==> config.mk <==
export PLATFORM = sky130hd
export DESIGN_NAME = bram_load_sched
export DESIGN_NICKNAME = d
export VERILOG_FILES = /design/src/rtl/bram_load_sched.sv
export SDC_FILE = /design/constraint.sdc
export NUM_CORES = 1
export LEC_CHECK = 0
export ABC_AREA = 1
export CORE_ASPECT_RATIO = 1.25
export CORE_MARGIN = 4
export CORE_UTILIZATION = 39
export DETAILED_ROUTE_END_ITERATION = 6
export GPL_ROUTABILITY_DRIVEN = 0
export PLACE_DENSITY_LB_ADDON = 0.1
export SLEW_MARGIN = 20
export SYNTH_ARGS = -nofsm -noshare
export SYNTH_HDL_FRONTEND = slang
export SYNTH_SLANG_ARGS = --single-unit
==> constraint.sdc <==
create_clock -name clk -period 4.9 [get_ports clk]
set_input_delay 0.98 -clock clk [delete_from_list [all_inputs] [get_ports clk]]
set_output_delay 0.98 -clock clk [all_outputs]
set_load 0.03 [all_outputs]
==> src/rtl/bram_load_sched.sv <==
// -----------------------------------------------------------------------------
// bram_load_sched
//
// Load scheduler between two host half-word streams (data, weight) and the
// data/weight BRAMs that feed the engine. The scheduler grants one stream at a
// time, for one burst. It packs BURST_LEN 16-bit half-words into a single
// 16*BURST_LEN-bit BRAM word and writes that word at the stream's own address.
// It counts BRAM words per stream against limits that the host programs, and
// it raises a done flag for each stream that reaches its limit. The engine is
// therefore started only on a fully loaded layer.
//
// Optional feature: define BRAM_LOAD_RR_EN for round-robin arbitration. After
// a burst, the other stream has priority if it is not done. When the macro is
// undefined, arbitration is fixed priority: data is granted before weight.
//
// Parameters
//   BURST_LEN  half-words packed per BRAM word (must be >= 2)
//   ADDR_W     BRAM address width
//
// Ports
//   clk, rst_n          clock, synchronous active-low reset
//   start               one-cycle pulse. Latches the limits and zeroes the
//                       counters. Honoured only in IDLE.
//   clear               synchronous abort back to IDLE. Overrides start.
//   d_limit, w_limit    BRAM words expected per stream (0 .. 2^ADDR_W)
//   d_valid/d_data      data stream half-word in
//   d_ready             data half-word accepted when d_valid && d_ready
//   w_valid/w_data      weight stream half-word in
//   w_ready             weight half-word accepted when w_valid && w_ready
//   d_wr_en, w_wr_en    BRAM write strobe for each target (registered)
//   ram_addr, ram_data  write address and packed word shared by both targets
//   d_done, w_done      the stream has written its full limit
//   busy                high in every state except IDLE
// -----------------------------------------------------------------------------
module bram_load_sched #(
  parameter int BURST_LEN = 8,
  parameter int ADDR_W    = 10
) (
  input  logic                      clk,
  input  logic                      rst_n,
  input  logic                      start,
  input  logic                      clear,
  input  logic [ADDR_W:0]           d_limit,
  input  logic [ADDR_W:0]           w_limit,
  input  logic                      d_valid,
  input  logic [15:0]               d_data,
  output logic                      d_ready,
  input  logic                      w_valid,
  input  logic [15:0]               w_data,
  output logic                      w_ready,
  output logic                      d_wr_en,
  output logic                      w_wr_en,
  output logic [ADDR_W-1:0]         ram_addr,
  output logic [16*BURST_LEN-1:0]   ram_data,
  output logic                      d_done,
  output logic                      w_done,
  output logic                      busy
);

  localparam int PACK_W = 16 * BURST_LEN;
  localparam int HW_W   = $clog2(BURST_LEN);
  localparam logic [ADDR_W:0] CNT_ONE = (ADDR_W + 1)'(1);
  localparam logic [HW_W-1:0] HW_LAST = HW_W'(BURST_LEN - 1);

  typedef enum logic [1:0] {
    ST_IDLE,
    ST_ARB,
    ST_FILL,
    ST_WRITE
  } state_t;

  typedef enum logic {
    GR_D,
    GR_W
  } grant_t;

  state_t              state;
  grant_t              grant;
  grant_t              pick;
  logic [ADDR_W:0]     d_lim_q;
  logic [ADDR_W:0]     w_lim_q;
  logic [ADDR_W:0]     d_cnt;
  logic [ADDR_W:0]     w_cnt;
  logic [HW_W-1:0]     hw_cnt;
  // Holds the last BURST_LEN-1 accepted half-words, with the newest on top.
  // The half-word in flight completes the full word, so the packed word is
  // ready in the same cycle as the final accept.
  logic [PACK_W-17:0]  packer;
  logic [PACK_W-1:0]   pack_full;
  logic [15:0]         acc_data;
  logic                accept;
  logic                any_cand;

`ifdef BRAM_LOAD_RR_EN
  grant_t              last_grant;
`endif

  // Ready depends only on state and grant, so there is no combinational path
  // from valid to ready.
  assign d_ready  = (state == ST_FILL) && (grant == GR_D);
  assign w_ready  = (state == ST_FILL) && (grant == GR_W);
  assign busy     = (state != ST_IDLE);

  assign acc_data  = (grant == GR_D) ? d_data : w_data;
  assign accept    = (state == ST_FILL) && ((grant == GR_D) ? d_valid : w_valid);
  assign pack_full = {acc_data, packer};
  assign any_cand  = !d_done || !w_done;

  // Arbitration choice, used in ARB only when any_cand is set.
  // NOTE: every variable driven in always_comb gets a default first, so that
  // no path through the block leaves it unassigned and infers a latch.
  always_comb begin
    pick = GR_D;
`ifdef BRAM_LOAD_RR_EN
    if (!d_done && !w_done) begin
      pick = (last_grant == GR_D) ? GR_W : GR_D;
    end else if (d_done) begin
      pick = GR_W;
    end
`else
    if (d_done) begin
      pick = GR_W;
    end
`endif
  end

  // NOTE: all state in this block uses non-blocking assignments. Every
  // register therefore updates from pre-edge values, with no ordering races.
  always_ff @(posedge clk) begin
    if (!rst_n) begin
      state    <= ST_IDLE;
      grant    <= GR_D;
      d_lim_q  <= '0;
      w_lim_q  <= '0;
      d_cnt    <= '0;
      w_cnt    <= '0;
      hw_cnt   <= '0;
      packer   <= '0;
      d_wr_en  <= 1'b0;
      w_wr_en  <= 1'b0;
      ram_addr <= '0;
      ram_data <= '0;
      d_done   <= 1'b0;
      w_done   <= 1'b0;
`ifdef BRAM_LOAD_RR_EN
      last_grant <= GR_W;
`endif
    end else if (clear) begin
      // Abort: drop any partial burst and forget all progress. The limits are
      // left alone; the next start latches them again.
      state   <= ST_IDLE;
      d_cnt   <= '0;
      w_cnt   <= '0;
      hw_cnt  <= '0;
      packer  <= '0;
      d_wr_en <= 1'b0;
      w_wr_en <= 1'b0;
      d_done  <= 1'b0;
      w_done  <= 1'b0;
    end else begin
      case (state)
        ST_IDLE: begin
          if (start) begin
            d_lim_q <= d_limit;
            w_lim_q <= w_limit;
            d_cnt   <= '0;
            w_cnt   <= '0;
            hw_cnt  <= '0;
            packer  <= '0;
            d_done  <= (d_limit == '0);
            w_done  <= (w_limit == '0);
`ifdef BRAM_LOAD_RR_EN
            // Pretend weight went last so that data wins the first burst.
            last_grant <= GR_W;
`endif
            state   <= ST_ARB;
          end
        end

        ST_ARB: begin
          if (!any_cand) begin
            state <= ST_IDLE;
          end else begin
            grant  <= pick;
            hw_cnt <= '0;
            state  <= ST_FILL;
          end
        end

        ST_FILL: begin
          if (accept) begin
            packer <= pack_full[PACK_W-1:16];
            if (hw_cnt == HW_LAST) begin
              // Final half-word of the burst. Register the whole write, so
              // the strobe, address and word appear together in WRITE.
              hw_cnt   <= '0;
              ram_data <= pack_full;
              ram_addr <= (grant == GR_D) ? d_cnt[ADDR_W-1:0] : w_cnt[ADDR_W-1:0];
              d_wr_en  <= (grant == GR_D);
              w_wr_en  <= (grant == GR_W);
              state    <= ST_WRITE;
            end else begin
              hw_cnt <= hw_cnt + HW_W'(1);
            end
          end
        end

        ST_WRITE: begin
          d_wr_en <= 1'b0;
          w_wr_en <= 1'b0;
          hw_cnt  <= '0;
          // A done stream is never granted, so the saturation guard only
          // protects against a counter running past its limit.
          if (grant == GR_D) begin
            if (d_cnt != d_lim_q) d_cnt <= d_cnt + CNT_ONE;
            if ((d_cnt + CNT_ONE) == d_lim_q) d_done <= 1'b1;
          end else begin
            if (w_cnt != w_lim_q) w_cnt <= w_cnt + CNT_ONE;
            if ((w_cnt + CNT_ONE) == w_lim_q) w_done <= 1'b1;
          end
`ifdef BRAM_LOAD_RR_EN
          last_grant <= grant;
`endif
          state <= ST_ARB;
        end

        default: state <= ST_IDLE;
      endcase
    end
  end

endmodule

==> reports/metrics.yaml, run 1 <==
timing:
  fin_hold_ws_ns: 0.442
  slew_violations: 0
job:
  warnings: 34
worst_setup_path:
  r2r_slack_ns: 2.02
  crit_fanout: 6
  r2r_start: "state[0]$_SDFFE_PP0P_"
  cpMostUsedCell: "inv_1"
power_and_ir_drop:
  swShare: 0.230
  p_clk_mw: 2.34
  p_comb_uw: 333
  power_leakage_nw: 5.36
  peakVddDrop_mv: 0.210
cts:
  cts_buffers: 31
  hold_buffers: 0
  clkTransAtPathRegs_ns: 0.06
  htreeDepth: 1
final_layout:
  largest_reg_flops: 128
  stdcell_area_um2: 15600
logic_synthesis:
  ys_types: 34
  synth_seq_share: 0.494
floorplan:
  pin_count: 205
  chipWidth_um: 167
  dieArea_um2: 34500
global_route:
  antenna_found_initial: 0
drt:
  first_pass_iters: 5
outcome:
  status: "complete, no violations"
run 1: critical path: cells and delay by family, from the launching register on:
kind	cells	cell delay [ns]
buffers and inverters	3	1.03
AND/OR/NAND/NOR	1	0.21
flip-flops	1	0.35
adder cells (fa/ha/maj)	1	0.42
run 1: metal layers:
layer	wire (µm)	GRT usage
met5	0	0
met4	909	0.0567
met1	15400	0.249
met2	17000	0.339
met3	1760	0.0370
run 1: Yosys cell counts (11+ instances only):
master | n | share of area
a211oi_1 | 21 | 0.013
nand2_1 | 404 | 0.12
inv_1 | 201 | 0.061
xnor2_1 | 11 | 0.0078
clkbuf_1 | 69 | 0.021
a21oi_1 | 295 | 0.12
xor2_1 | 14 | 0.010
o21ai_0 | 159 | 0.065
nor2_1 | 43 | 0.013
buf_2 | 32 | 0.013
dfxtp_1 | 304 | 0.49
nand4_1 | 21 | 0.011
nand3_1 | 39 | 0.016
run 1: stage by stage:
stage | cells | utilization
global route | 2237 | 0.501
finish | 2237 | 0.501
floorplan | 1670 | -
global placement | 2181 | 0.468
detailed placement | 2181 | 0.468
CTS | 2236 | 0.501
run 1: kinds of logic (layout without fill, tap and decap cells):
| kind of cell | Yosys count | count (layout) | synth area share |
|---|---|---|---|
| AND-OR/OR-AND | 484 | 484 | 0.203 |
| XOR/XNOR | 25 | 25 | 0.0178 |
| adder cells (fa/ha/maj) | 9 | 9 | 0.00914 |
| flip-flops | 304 | 304 | 0.494 |
| buffers and inverters | 314 | 474 | 0.100 |
| AND/OR/NAND/NOR | 534 | 534 | 0.176 |
run 1: cell type report:
class,count,share of cell area
multi-input cells,1052,0.322
flip-flops and latches,304,0.391
well taps,407,0.0327
clock inverters,8,0.00602
repair buffers,216,0.141
clock buffers,47,0.0588
inverters,203,0.0491
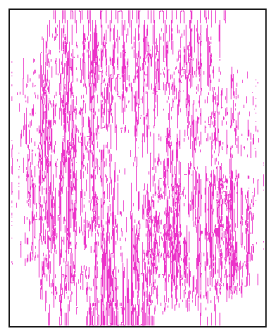
**Above:** run 1 (met2 routing).
longest straight run: 73.4 µm
share of all routed wire: 49%
nets with wire on the layer: 1451
main direction: vertical
via count: 11045
grt met2 use: 0.339
final wirelength: 35100 µm

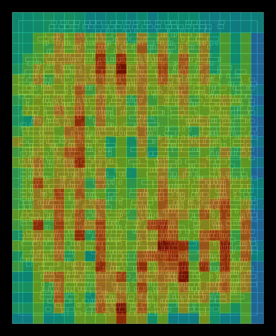
**Above:** run 1 (routing congestion).
Avg WL per Cell: 15.7 µm
met1 GRT Util: 0.249
GRT Resource Usage Total: 0.195
final core occ: 0.501

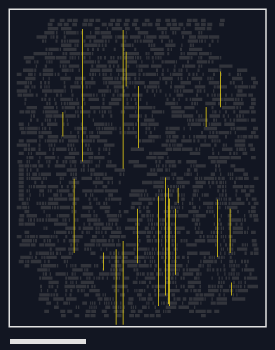
**Above:** run 1 (signal wires on met4).
The bar under the picture is 50 µm long.
longest straight run: 90.4 µm
wire length on this layer: 910 µm
share of all routed wire: 2.6%

**Run 1: M3 wires**

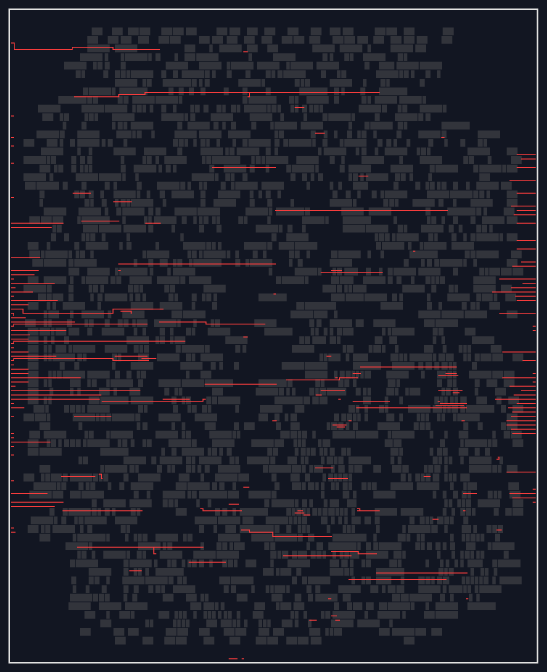

==> run 2, diff against run 1 <==
- clock period: 4.9 -> 3.6 ns (I/O delays scaled with it)
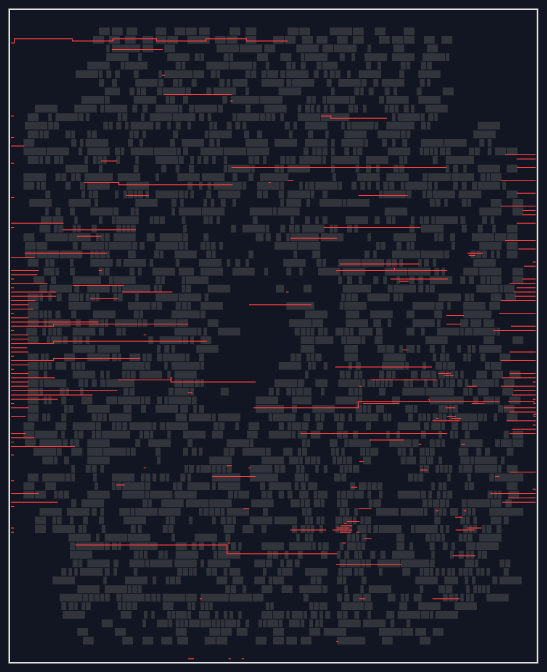
**Above:** run 2 (M3 wires).
wire length on this layer: 1850 µm
nets with wire on the layer: 147
longest straight run: 67.9 µm
final wirelength: 36000 µm
global-route met3 utilization: 0.0383

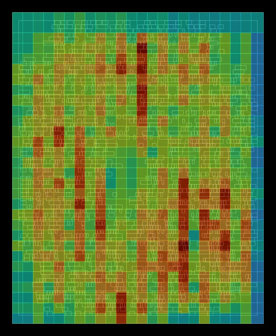
**Above:** run 2 (routing congestion).
grt met2 use: 0.356
Avg WL per Cell: 16.0 µm
met1 GRT Util: 0.251
busiest layer in global routing: met2

==> run 2 against run 1 <==
- die size is the same
- largest cell class unchanged
- highest routed layer unchanged
- critical path type unchanged
- final cell count grew 0.67%
- flip-flop count is the same
==> reports/metrics.yaml, run 2 <==
cts:
  hold_buffers: 0  # unchanged
  htreeDepth: 1  # unchanged
logic_synthesis:
  simple_gate_area_frac: 0.176  # unchanged
  synthTopCellsByCount: "nand2_1 (404), dfxtp_1 (304), a21oi_1 (295)"
  yosysTopAreaCell: "dfxtp_1"
  muxShareOfSynthArea: 0  # unchanged
  ys_top_logic_family: "AND-OR/OR-AND gates"
  synth_seq_share: 0.494  # unchanged
  synth.most_common_cell: "nand2_1"
  synth-compound-area-share: 0.203  # unchanged
timing:
  fin_hold_ws_ns: 0.443  # +0.00105 ns
  slew_violations: 0  # unchanged
final_layout:
  largest_reg_flops: 128  # unchanged
power_and_ir_drop:
  peakVddDrop_mv: 0.353  # +68%
  power_leakage_nw: 5.43  # +1.2%
job:
  warnings: 32  # -5.9%
floorplan:
  dieArea_um2: 34500  # unchanged
worst_setup_path:
  crit_fanout: 6  # unchanged
  r2r_slack_ns: 1.17  # -0.85 ns
  cpMostUsedCell: "inv_1"
  r2r_start: "grant$_SDFFE_PN0P_"
drt:
  routed-via-count: 11068  # +0.21%
place:
  dp.cells: 2195  # +0.64%
outcome:
  status: "complete, no violations"
[run 2: power breakdown]
part	internal (mW)	switching, mW
registers	3.39	0.0239
clock network	1.92	1.33
logic	0.163	0.301
total	5.47	1.65
[run 2: worst max path at each step]
stage	from	end	slack, ns	cells past startpoint
6_report	state[0]$_SDFFE_PP0P_	d_ready	0.33	5
5_1_grt	state[0]$_SDFFE_PP0P_	d_ready	0.18	5
4_1_cts	state[0]$_SDFFE_PP0P_	d_ready	0.30	5
3_5_place_dp	w_valid	ram_data[79]$_SDFFE_PN0P_	0.84	8
3_3_place_gp	w_valid	ram_data[77]$_SDFFE_PN0P_	0.87	8
2_1_floorplan	grant$_SDFFE_PN0P_	d_ready	1.63	4
[run 2: kinds of logic after synthesis]
family                     Yosys count
xor gates and xnor gates            25
DFF                                304
and+or+nand+nor                    534
buffers and inverters              314
adders and majority gates            9
AOI/OAI and AO/OA                  484
[run 2: final cells by class]
| class | instances | area share |
|---|---|---|
| inverters | 203 | 0.0487 |
| repair buffers | 229 | 0.146 |
| well taps | 407 | 0.0324 |
| clock inverters | 7 | 0.00638 |
| clock buffers | 50 | 0.0597 |
| multi-input cells | 1052 | 0.319 |
| flip-flops and latches | 304 | 0.388 |
[run 2: per-layer routing]
metal	global-route usage	share of wire	wire, µm
met5	0	0	0
met1	0.251	0.44	15700
met2	0.356	0.48	17400
met4	0.0626	0.026	940
met3	0.0383	0.051	1850
[run 2: critical path, delay by kind of cell, from the launching register on]
family / cells / cell delay (ns)
buffers and inverters: 3 / 1.02
flip-flops: 1 / 0.35
adder cells (fa/ha/maj): 1 / 0.40
AND/OR/NAND/NOR: 1 / 0.21
No activity file was given, so power comes from the tool's default toggle rates.
